Run 1, the metal 3 layer:
Scale bar: 50 um.
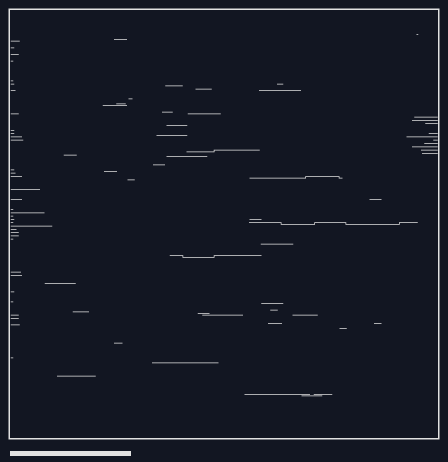
Run 1, I/O nets highlighted:
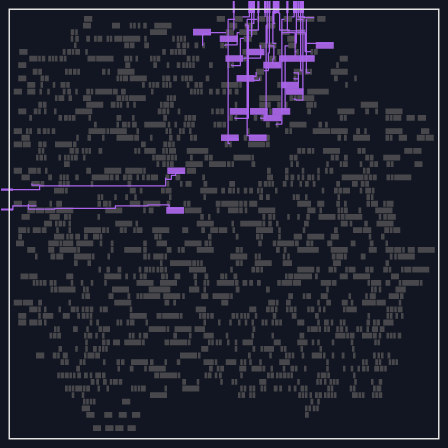
Run 1, placement view:
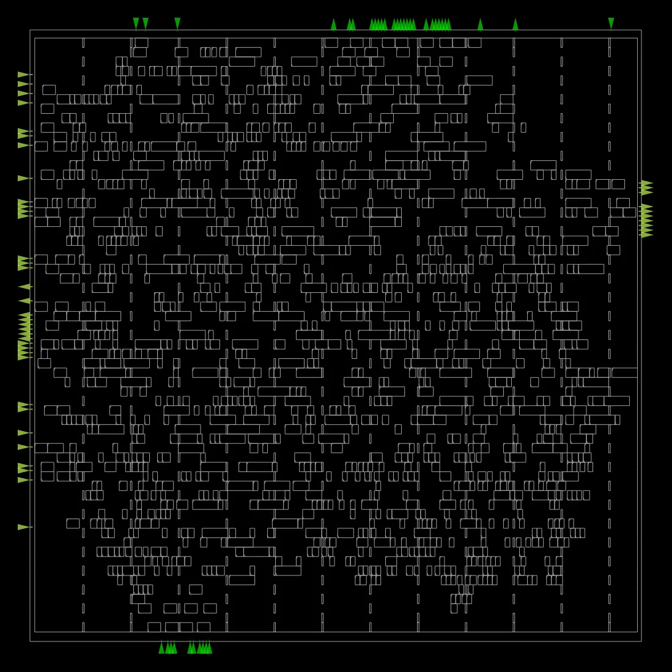
$ cat config.mk
export PLATFORM = sky130hd
export DESIGN_NAME = alu_seq_divider_19bit_flat
export DESIGN_NICKNAME = d
export VERILOG_FILES = /design/src/rtl/alu_seq_divider_19bit_if.sv /design/src/rtl/alu_seq_divider_19bit.sv /design/src/flat_wrapper.sv
export SDC_FILE = /design/constraint.sdc
export NUM_CORES = 1
export LEC_CHECK = 0
export ABC_AREA = 1
export CORE_UTILIZATION = 25
export DETAILED_ROUTE_END_ITERATION = 12
export PLACE_DENSITY = 0.38
export SYNTH_ARGS = -nofsm -noshare
export SYNTH_HDL_FRONTEND = slang
export SYNTH_SLANG_ARGS = --single-unit
$ cat constraint.sdc
create_clock -name clk -period 4.7 [get_ports clk]
set_clock_uncertainty 0.1 [all_clocks]
set_input_delay 0.705 -clock clk [delete_from_list [all_inputs] [get_ports clk]]
set_output_delay 0.705 -clock clk [all_outputs]
set_load 0.005 [all_outputs]
$ cat src/rtl/alu_seq_divider_19bit_if.sv
// Start/done handshake between the control unit (master) and the sequential divider (slave).
interface alu_seq_divider_19bit_if #(
  parameter int WIDTH = 19
);
  logic             start;
  logic [WIDTH-1:0] dividend;
  logic [WIDTH-1:0] divisor;
  logic [WIDTH-1:0] quotient;
  logic [WIDTH-1:0] remainder;
  logic             busy;
  logic             done;
  logic             div_by_zero;
  logic             ovf;

  modport master (
    output start, dividend, divisor,
    input  quotient, remainder, busy, done, div_by_zero, ovf
  );

  modport slave (
    input  start, dividend, divisor,
    output quotient, remainder, busy, done, div_by_zero, ovf
  );
endinterface

$ cat src/rtl/alu_seq_divider_19bit.sv
// Multi-cycle signed restoring divider: quotient truncates toward zero, remainder takes the dividend's sign.
//
// state  | meaning
// IDLE   | waiting for start
// CALC   | one restoring step per cycle, WIDTH steps
// FIX    | sign correction, results registered
// DONE   | one-cycle done pulse, may accept a new start
module alu_seq_divider_19bit #(
  parameter int WIDTH = 19
) (
  input  logic                         clk,
  input  logic                         rst,
  alu_seq_divider_19bit_if.slave       bus
);
  localparam int CW = $clog2(WIDTH);
  localparam logic [WIDTH-1:0] MIN_VAL = {1'b1, {(WIDTH-1){1'b0}}};

  typedef enum logic [1:0] {S_IDLE, S_CALC, S_FIX, S_DONE} state_t;

  state_t state, state_nxt;

  logic [CW-1:0]    cnt_q;
  logic [WIDTH:0]   rem_q;
  logic [WIDTH-1:0] quo_q;
  logic [WIDTH:0]   dsr_mag_q;
  logic             sign_q, sign_r, ovf_pend;
  logic [WIDTH-1:0] quotient_q, remainder_q;
  logic             dz_q, ovf_q;
  logic             busy_c, done_c;

  logic             accept;
  logic             dsr_zero;
  logic [WIDTH-1:0] dvd_mag;
  logic [WIDTH:0]   dsr_ext, dsr_mag;
  logic [WIDTH+1:0] shifted, trial;
  logic [WIDTH-1:0] q_fix, r_fix;

  assign accept   = bus.start && (state == S_IDLE || state == S_DONE);
  assign dsr_zero = (bus.divisor == '0);

  // A WIDTH-bit unsigned magnitude still holds 2^(WIDTH-1) for the most-negative dividend.
  assign dvd_mag = bus.dividend[WIDTH-1] ? -bus.dividend : bus.dividend;
  assign dsr_ext = {bus.divisor[WIDTH-1], bus.divisor};
  assign dsr_mag = dsr_ext[WIDTH] ? -dsr_ext : dsr_ext;

  assign shifted = {rem_q, quo_q[WIDTH-1]};
  assign trial   = shifted - {1'b0, dsr_mag_q};

  assign q_fix = sign_q ? -quo_q : quo_q;
  assign r_fix = sign_r ? -rem_q[WIDTH-1:0] : rem_q[WIDTH-1:0];

  always_ff @(posedge clk) begin
    if (rst) state <= S_IDLE;
    else     state <= state_nxt;
  end

  always_comb begin
    state_nxt = state;
    case (state)
      S_IDLE: if (accept) state_nxt = dsr_zero ? S_DONE : S_CALC;
      S_CALC: if (cnt_q == CW'(WIDTH-1)) state_nxt = S_FIX;
      S_FIX:  state_nxt = S_DONE;
      S_DONE: state_nxt = accept ? (dsr_zero ? S_DONE : S_CALC) : S_IDLE;
      default: state_nxt = S_IDLE;
    endcase
  end

  always_comb begin
    busy_c = 1'b0;
    done_c = 1'b0;
    case (state)
      S_CALC, S_FIX: busy_c = 1'b1;
      S_DONE:        done_c = 1'b1;
      default: ;
    endcase
  end

  always_ff @(posedge clk) begin
    if (rst) begin
      cnt_q       <= '0;
      rem_q       <= '0;
      quo_q       <= '0;
      dsr_mag_q   <= '0;
      sign_q      <= 1'b0;
      sign_r      <= 1'b0;
      ovf_pend    <= 1'b0;
      quotient_q  <= '0;
      remainder_q <= '0;
      dz_q        <= 1'b0;
      ovf_q       <= 1'b0;
    end else if (accept) begin
      cnt_q     <= '0;
      rem_q     <= '0;
      quo_q     <= dvd_mag;
      dsr_mag_q <= dsr_mag;
      sign_q    <= bus.dividend[WIDTH-1] ^ bus.divisor[WIDTH-1];
      sign_r    <= bus.dividend[WIDTH-1];
      ovf_pend  <= (bus.dividend == MIN_VAL) && (bus.divisor == '1);
      dz_q      <= dsr_zero;
      ovf_q     <= 1'b0;
      if (dsr_zero) begin
        quotient_q  <= '0;
        remainder_q <= '0;
      end
    end else begin
      case (state)
        S_CALC: begin
          cnt_q <= cnt_q + 1'b1;
          quo_q <= {quo_q[WIDTH-2:0], ~trial[WIDTH+1]};
          // Negative trial means the divisor did not fit: keep the shifted value (restore).
          rem_q <= trial[WIDTH+1] ? shifted[WIDTH:0] : trial[WIDTH:0];
        end
        S_FIX: begin
          quotient_q  <= q_fix;
          remainder_q <= r_fix;
          ovf_q       <= ovf_pend;
        end
        default: ;
      endcase
    end
  end

  assign bus.quotient    = quotient_q;
  assign bus.remainder   = remainder_q;
  assign bus.busy        = busy_c;
  assign bus.done        = done_c;
  assign bus.div_by_zero = dz_q;
  assign bus.ovf         = ovf_q;
endmodule

$ cat src/flat_wrapper.sv
// flat-port wrapper written by rule: the top's interface ports become plain ports
module alu_seq_divider_19bit_flat 
#(
  parameter int WIDTH = 19
)
  (clk, rst, bus_start, bus_dividend, bus_divisor, bus_quotient, bus_remainder, bus_busy, bus_done, bus_div_by_zero, bus_ovf);
  alu_seq_divider_19bit_if #(.WIDTH(WIDTH)) bus_i ();
  input  logic clk;
  input  logic rst;
  input wire logic [$bits(bus_i.start)-1:0] bus_start;
  input wire logic [$bits(bus_i.dividend)-1:0] bus_dividend;
  input wire logic [$bits(bus_i.divisor)-1:0] bus_divisor;
  output wire logic [$bits(bus_i.quotient)-1:0] bus_quotient;
  output wire logic [$bits(bus_i.remainder)-1:0] bus_remainder;
  output wire logic [$bits(bus_i.busy)-1:0] bus_busy;
  output wire logic [$bits(bus_i.done)-1:0] bus_done;
  output wire logic [$bits(bus_i.div_by_zero)-1:0] bus_div_by_zero;
  output wire logic [$bits(bus_i.ovf)-1:0] bus_ovf;
  assign bus_i.start = bus_start;
  assign bus_i.dividend = bus_dividend;
  assign bus_i.divisor = bus_divisor;
  assign bus_quotient = bus_i.quotient;
  assign bus_remainder = bus_i.remainder;
  assign bus_busy = bus_i.busy;
  assign bus_done = bus_i.done;
  assign bus_div_by_zero = bus_i.div_by_zero;
  assign bus_ovf = bus_i.ovf;
  alu_seq_divider_19bit #(.WIDTH(WIDTH)) u_core (.clk(clk), .rst(rst), .bus(bus_i));
endmodule
==> out/results.tsv, run 1 <==
stage	metric	value	unit
sta	max_slew headroom	43.4	%
layout	most numerous logic cells after layout	nand2_1, inv_1, dfxtp_1	
pwr	Seq pwr share	23.1	%
synth	adder-cell share of the synthesized area	5.53	%
drt	Residual DRC	0	
pwr	overall power	5.43	mW
sta	Fin. Hold Viols	0	
clock_tree	CTS tree	built	
synth	Yosys Chip Area	7600	sq um
synth	Post-synth ARST share	0	%
global_route	initial antenna violation count	0	
layout	area growth from synthesis to layout	19.2	%
pwr	peak supply drop	0.231	mV
layout	MI comb area	4560	sq um
floorplanning	Die Wd	176	um
sta	f_max	311	MHz
synth	most common library cells after synthesis	nand2_1, inv_1, dfxtp_1, nand3_1, nor2_1	
global_route	vias in the first global route	7283	
clock_tree	Post-CTS Setup Inserts	0	
drt	First-pass DRT Iterations	5	
pwr	clk pwr	812	uW
clock_tree	CTS sink count	109	
floorplanning	core area	29800	sq um
critical_path	CP endpoint kind	flip-flop	
synth	Mapped Area	7600	sq um
floorplanning	pre-placement core utilization	25.5	%
outcome	outcome	finished clean	
critical_path	worst-path cell chain	inv_1 > ha_1 > nor2_2 > nor2_1 > buf_4 > clkinv_1 > nand2_1 > inv_1 > buf_4 > nand2_1 > a21oi_1	
synth	Mapped Avg Cell Area	6.25	sq um
pwr	Clock power frac	14.9	%
pwr	Max power group	combinational cells	
floorplanning	DIE AREA	31100	sq um
synth	Yosys Warn Count	0	
critical_path	crit path kind	flip-flop to flip-flop	
layout	bufs w/o clock	88	
synth	top-count cell post-synth	nand2_1	
synth	Main logic family	simple AND/OR/NAND/NOR gates	
critical_path	critical path peak fanout	38	
global_route	met1 Track Usage GR	25.2	%
sta	setup ws final	1480	ps
layout	layout cells sized above 1	6.81	%
critical_path	Worst setup SP type	flip-flop	
drt	post-DR wirelength/cell	15.9	um
synth	Mapped Cells	1216	
drt	M1 WL	13.9	mm
global_route	GRT busiest layer	met2	
critical_path	Buf+Inv Stages, Crit Path	5	
pwr	Leak Pwr	3.86	nW
floorplanning	row cnt	63	
layout	seq_cells	109	
layout	Logic Gate Count	887	
sta	RSZ-0062 raised after global routing	false	
pwr	Power Combinational	3.36	mW
flow_run	tool warnings	32	
synth	Commonest flop	dfxtp_1	
synth	Synth Register Bits	109	
drt	WL met2	11.8	mm
drt	remaining antenna violation count after routing	0	
floorplanning	chip height	176	um
synth	synth top area cells	dfxtp_1, nand2_1, inv_1	
clock_tree	CTS Buffer Depth	2	
global_route	pin count of the biggest net entering global routing	48	
clock_tree	cts hold-fix bufs	0	
layout	dominant class by area	combinational gates	
placement	placed cell count	1652	
layout	Seq area share	24.1	%
sta	Fin Setup TNS	0	ps
critical_path	slowest CP cell	nor2_2	
clock_tree	Insertion Delay late pin	370	ps
clock_tree	H-tree depth	3	
global_route	grt met2 use	27.6	%
global_route	GRT Util Overall	17.4	%
synth	flip-flops with a built-in enable	0	
layout	clock network area share	3.37	%
## Picture notes: 'the metal 3 layer'
The layer carries 672 um of wire. The wires run mostly horizontal. The layer holds 2.5% of the routed length.
DRT Wirelength: 26.5 mm
vias: 7636
grt met3 use: 2.35%

## Picture notes: 'I/O nets highlighted'
bus_quotient: in purple, bits 19, direction output, end cells 19, buffers 19, wire 835 um.
num ports: 83
PortBufs: 82

## Picture notes: 'placement view'
non-filler cells, final: 1668
Tapcells: 390
final core occ: 30.4%

==> run 1: path summary, 6_finish.rpt <==
| check | slack, ps | end | cells after the start | start |
|---|---|---|---|---|
| worst max register to register | 1480 | u_core.bus.quotient[14] | 11 | u_core.state[0] |
| worst min register to register | 350 | u_core.dsr_mag_q[19] | 2 | u_core.dsr_mag_q[19] |
| worst max-delay path | 1480 | u_core.bus.quotient[14] | 11 | u_core.state[0] |
| worst min-delay path | 350 | u_core.dsr_mag_q[19] | 2 | u_core.dsr_mag_q[19] |
==> run 2, diff against run 1 <==
Settings changed: PLACE_DENSITY 0.38 to 0.39.
Clock period 4.7 ns to 2.8 ns, I/O delays scaled along.
==> out/results.tsv, run 2 <==
stage	metric	value	unit
synth	synth top area cells	dfxtp_1, nand2_1, inv_1	
global_route	vias in the first global route	7298	
global_route	GRT Util Overall	17.1	%
synth	Mapped Area	7600	sq um
layout	MI comb area	4560	sq um
drt	WL met2	11.5	mm
clock_tree	CTS sink count	109	
sta	Fin. Hold Viols	0	
sta	RSZ-0062 raised after global routing	false	
worst_hold_path	hold depth	2	
synth	Post-synth ARST share	0	%
global_route	grt met2 use	26.9	%
critical_path	crit path kind	flip-flop to flip-flop	
critical_path	reg-to-reg startpoint	u_core.state[0]	
global_route	pin count of the biggest net entering global routing	44	
pwr	Power Combinational	5.82	mW
pwr	cell area power density	1010	nW/um^2
floorplanning	core area	29800	sq um
layout	layout cells sized above 1	8.03	%
placement	placed cell count	1669	
pwr	Seq pwr share	22.2	%
critical_path	CP endpoint kind	flip-flop	
worst_hold_path	Worst Hold Launch	rst	
drt	post-DR wirelength/cell	15.4	um
layout	Logic Gate Count	887	
layout	clock network area share	3.54	%
layout	dominant class by area	combinational gates	
pwr	Leak Pwr	3.97	nW
pwr	clk pwr	1.43	mW
synth	Nets at Floorplan	1290	
worst_hold_path	Hold Path Class	input pin to flip-flop	
clock_tree	cts hold-fix bufs	0	
floorplanning	DIE AREA	31100	sq um
synth	Yosys Chip Area	7600	sq um
drt	Residual DRC	0	
critical_path	CP required	3000	ps
clock_tree	Insertion Delay late pin	370	ps
layout	area growth from synthesis to layout	21.7	%
synth	Mapped Avg Cell Area	6.25	sq um
drt	remaining antenna violation count after routing	0	
floorplanning	Tapcells	390	
pwr	overall power	9.31	mW
floorplanning	chip height	176	um
critical_path	Worst R2R Path Depth	10	
layout	Seq area share	23.6	%
pwr	Max power group	combinational cells	
clock_tree	H-tree depth	3	
floorplanning	pre-placement core utilization	25.5	%
layout	bufs w/o clock	105	
critical_path	Setup crit start	u_core.state[0]	
synth	adder-cell share of the synthesized area	5.53	%
synth	Mapped Cells	1216	
flow_run	tool warnings	32	
critical_path	crit path to	u_core.bus.quotient[13]	
placement	RePlAce Congestion	0.852	
synth	flip-flops with a built-in enable	0	
global_route	met1 Track Usage GR	24.9	%
synth	Commonest flop	dfxtp_1	
floorplanning	Die Wd	176	um
synth	Yosys Warn Count	0	
outcome	outcome	finished clean	
critical_path	r2r setup slk	330	ps
global_route	initial antenna violation count	0	
layout	# clk buffers	12	
synth	Main logic family	simple AND/OR/NAND/NOR gates	
clock_tree	CTS tree	built	
drt	First-pass DRT Iterations	8	
synth	sequential fraction of the synthesis area	28.7	%
placement	PortBufs	82	
sta	Fin Setup TNS	0	ps
clock_tree	CTS Buf Count	9	
drt	M1 WL	13.6	mm
critical_path	worst r2r dst	u_core.bus.quotient[13]	
pwr	Clock power frac	15.3	%
critical_path	Worst setup SP type	flip-flop	
synth	Synth Register Bits	109	
clock_tree	CTS root buf	clkbuf_16	
sta	f_max	406	MHz
sta	max_slew headroom	53.8	%
synth	most common library cells after synthesis	nand2_1, inv_1, dfxtp_1, nand3_1, nor2_1	
synth	top-count cell post-synth	nand2_1	
worst_hold_path	WHS Endpoint	u_core.state[0]	
global_route	GRT busiest layer	met2	
layout	most numerous logic cells after layout	nand2_1, inv_1, dfxtp_1	
pwr	Gate power share	62.5	%
pwr	peak supply drop	0.366	mV
critical_path	critical path peak fanout	24	
floorplanning	num ports	83	
clock_tree	Post-CTS Setup Inserts	0	
clock_tree	CTS Buffer Depth	2	
==> run 2: cell counts after synthesis <==
Identical to the previous run, type by type.
==> run 2: stage by stage <==
stage	utilization [%]	setup WS (ps)	cell area (sq um)
finish	31.1	334	9260
global route	31.1	79.3	9260
global placement	30.0	238	8930
CTS	31.1	303	9260
detailed placement	30.0	252	8930
floorplan	-	610	7600
==> run 2: critical path, cell delays in order, from the launching register on <==
cell      delay (ps)
dfxtp_1          400
inv_1            100
ha_1             320
nor2_2            80
buf_4            170
nor2_1           440
inv_1            260
buf_12           240
a21oi_1          120
o211ai_1         100
nand2_1           60
Run 2, the metal 3 layer:
Scale bar: 50 um.
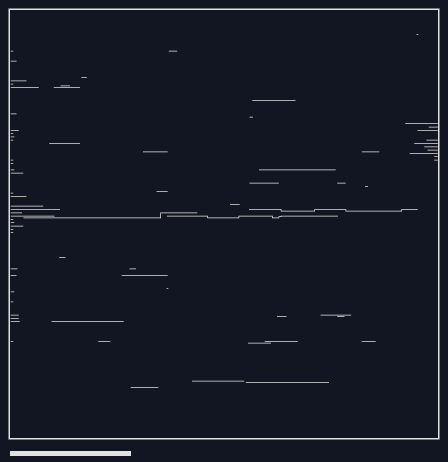
The wires run mostly horizontal. 69 nets have wire on it. The layer carries 695 um of wire. The longest straight run is 56.4 um.
vias: 7663
grt met3 use: 2.50%
DRT Wirelength: 25.9 mm

Run 2, placement view:
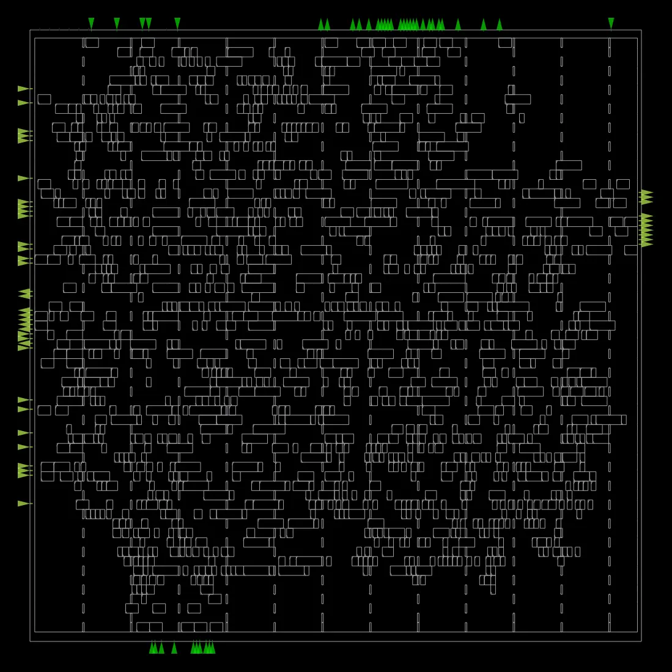
non-filler cells, final: 1685
row cnt: 63
seq_cells: 109
final core occ: 31.1%

==> run 3, diff against run 2 <==
Settings changed: SKIP_CTS_REPAIR_TIMING set to 1.
Run 3, M2 wires:
Cells faint in the background.
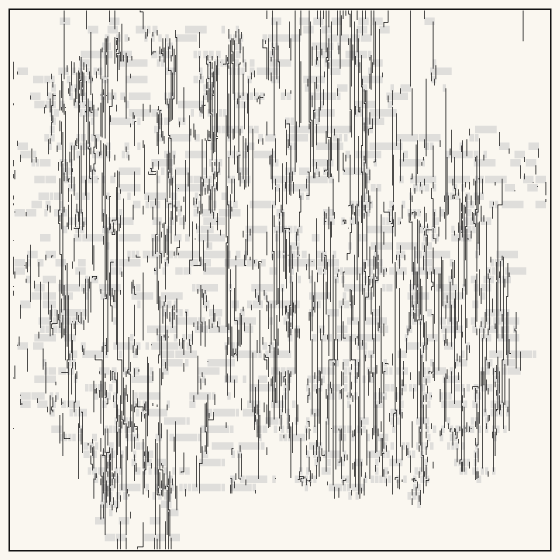
1002 nets have wire on it. The layer holds 44% of the routed length. The longest straight run is 73.4 um.
grt met2 use: 26.9%

Run 3, I/O nets highlighted:
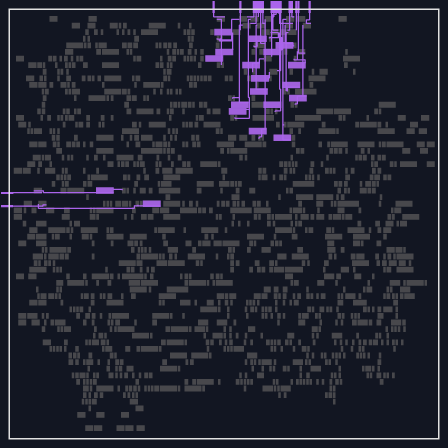
bus_quotient: in purple, bits 19, direction output, end cells 19, buffers 19, wire 736 um.

==> out/results.tsv, run 3 <==
stage	metric	value	unit
outcome	outcome	finished clean	
pwr	peak supply drop	0.366	mV
floorplanning	Die Wd	176	um
clock_tree	CTS root buf	clkbuf_16	
critical_path	Worst R2R Path Depth	10	
critical_path	r2r setup slk	330	ps
sta	Fin Setup TNS	0	ps
synth	Nets at Floorplan	1290	
clock_tree	CTS tree	built	
clock_tree	H-tree depth	3	
sta	f_max	406	MHz
critical_path	CP max stage delay	440	ps
drt	vias	7663	
floorplanning	row cnt	63	
layout	seq_cells	109	
sta	Fin. Hold Viols	0	
critical_path	reg-to-reg startpoint	u_core.state[0]	
synth	synth top area cells	dfxtp_1, nand2_1, inv_1	
placement	PortBufs	82	
layout	# clk buffers	12	
pwr	Gate power share	62.5	%
placement	placed cell areas	8930	sq um
critical_path	CP required	3000	ps
critical_path	crit-path most repeated cell	inv_1	
placement	pre-CTS setup slack	252	ps
pwr	Leak Pwr	3.97	nW
critical_path	Setup crit start	u_core.state[0]	
critical_path	critical path peak fanout	24	
global_route	vias in the first global route	7298	
layout	Seq area share	23.6	%
synth	Yosys Chip Area	7600	sq um
layout	final core occ	31.1	%
synth	adder-cell share of the synthesized area	5.53	%
critical_path	worst-path cell chain	inv_1 > ha_1 > nor2_2 > buf_4 > nor2_1 > inv_1 > buf_12 > a21oi_1 > o211ai_1 > nand2_1	
synth	Commonest flop	dfxtp_1	
synth	sequential fraction of the synthesis area	28.7	%
layout	area growth from synthesis to layout	21.7	%
worst_hold_path	Hold Path Class	input pin to flip-flop	
critical_path	number of cells on the critical path	10	
critical_path	Worst setup SP type	flip-flop	
critical_path	slowest CP cell	nor2_1	
clock_tree	CTS sink count	109	
floorplanning	core area	29800	sq um
critical_path	Buf+Inv Stages, Crit Path	4	
global_route	pin count of the biggest net entering global routing	44	
pwr	cell area power density	1010	nW/um^2
pwr	Clock power frac	15.3	%
run 3: cell families (layout without fill, tap and decap cells):
| group | after synthesis | after routing |
|---|---|---|
| buf+inv | 220 | 299 |
| xor+xnor | 17 | 17 |
| fa+ha+maj | 33 | 33 |
| flops | 109 | 109 |
| compound gates | 230 | 230 |
| simple gates | 607 | 607 |
run 3: metal layers:
layer / vias up / track usage (%) / wire, um / part of all wire [%]
met3: 10 / 2.50 / 695 / 2.7
li1: 4100 / - / - / -
met5: - / 0 / 0 / 0
met4: 0 / 2.91 / 169 / 0.65
met2: 107 / 26.9 / 11500 / 44
met1: 3446 / 24.9 / 13600 / 52
No activity file was given, so power comes from the tool's default toggle rates.
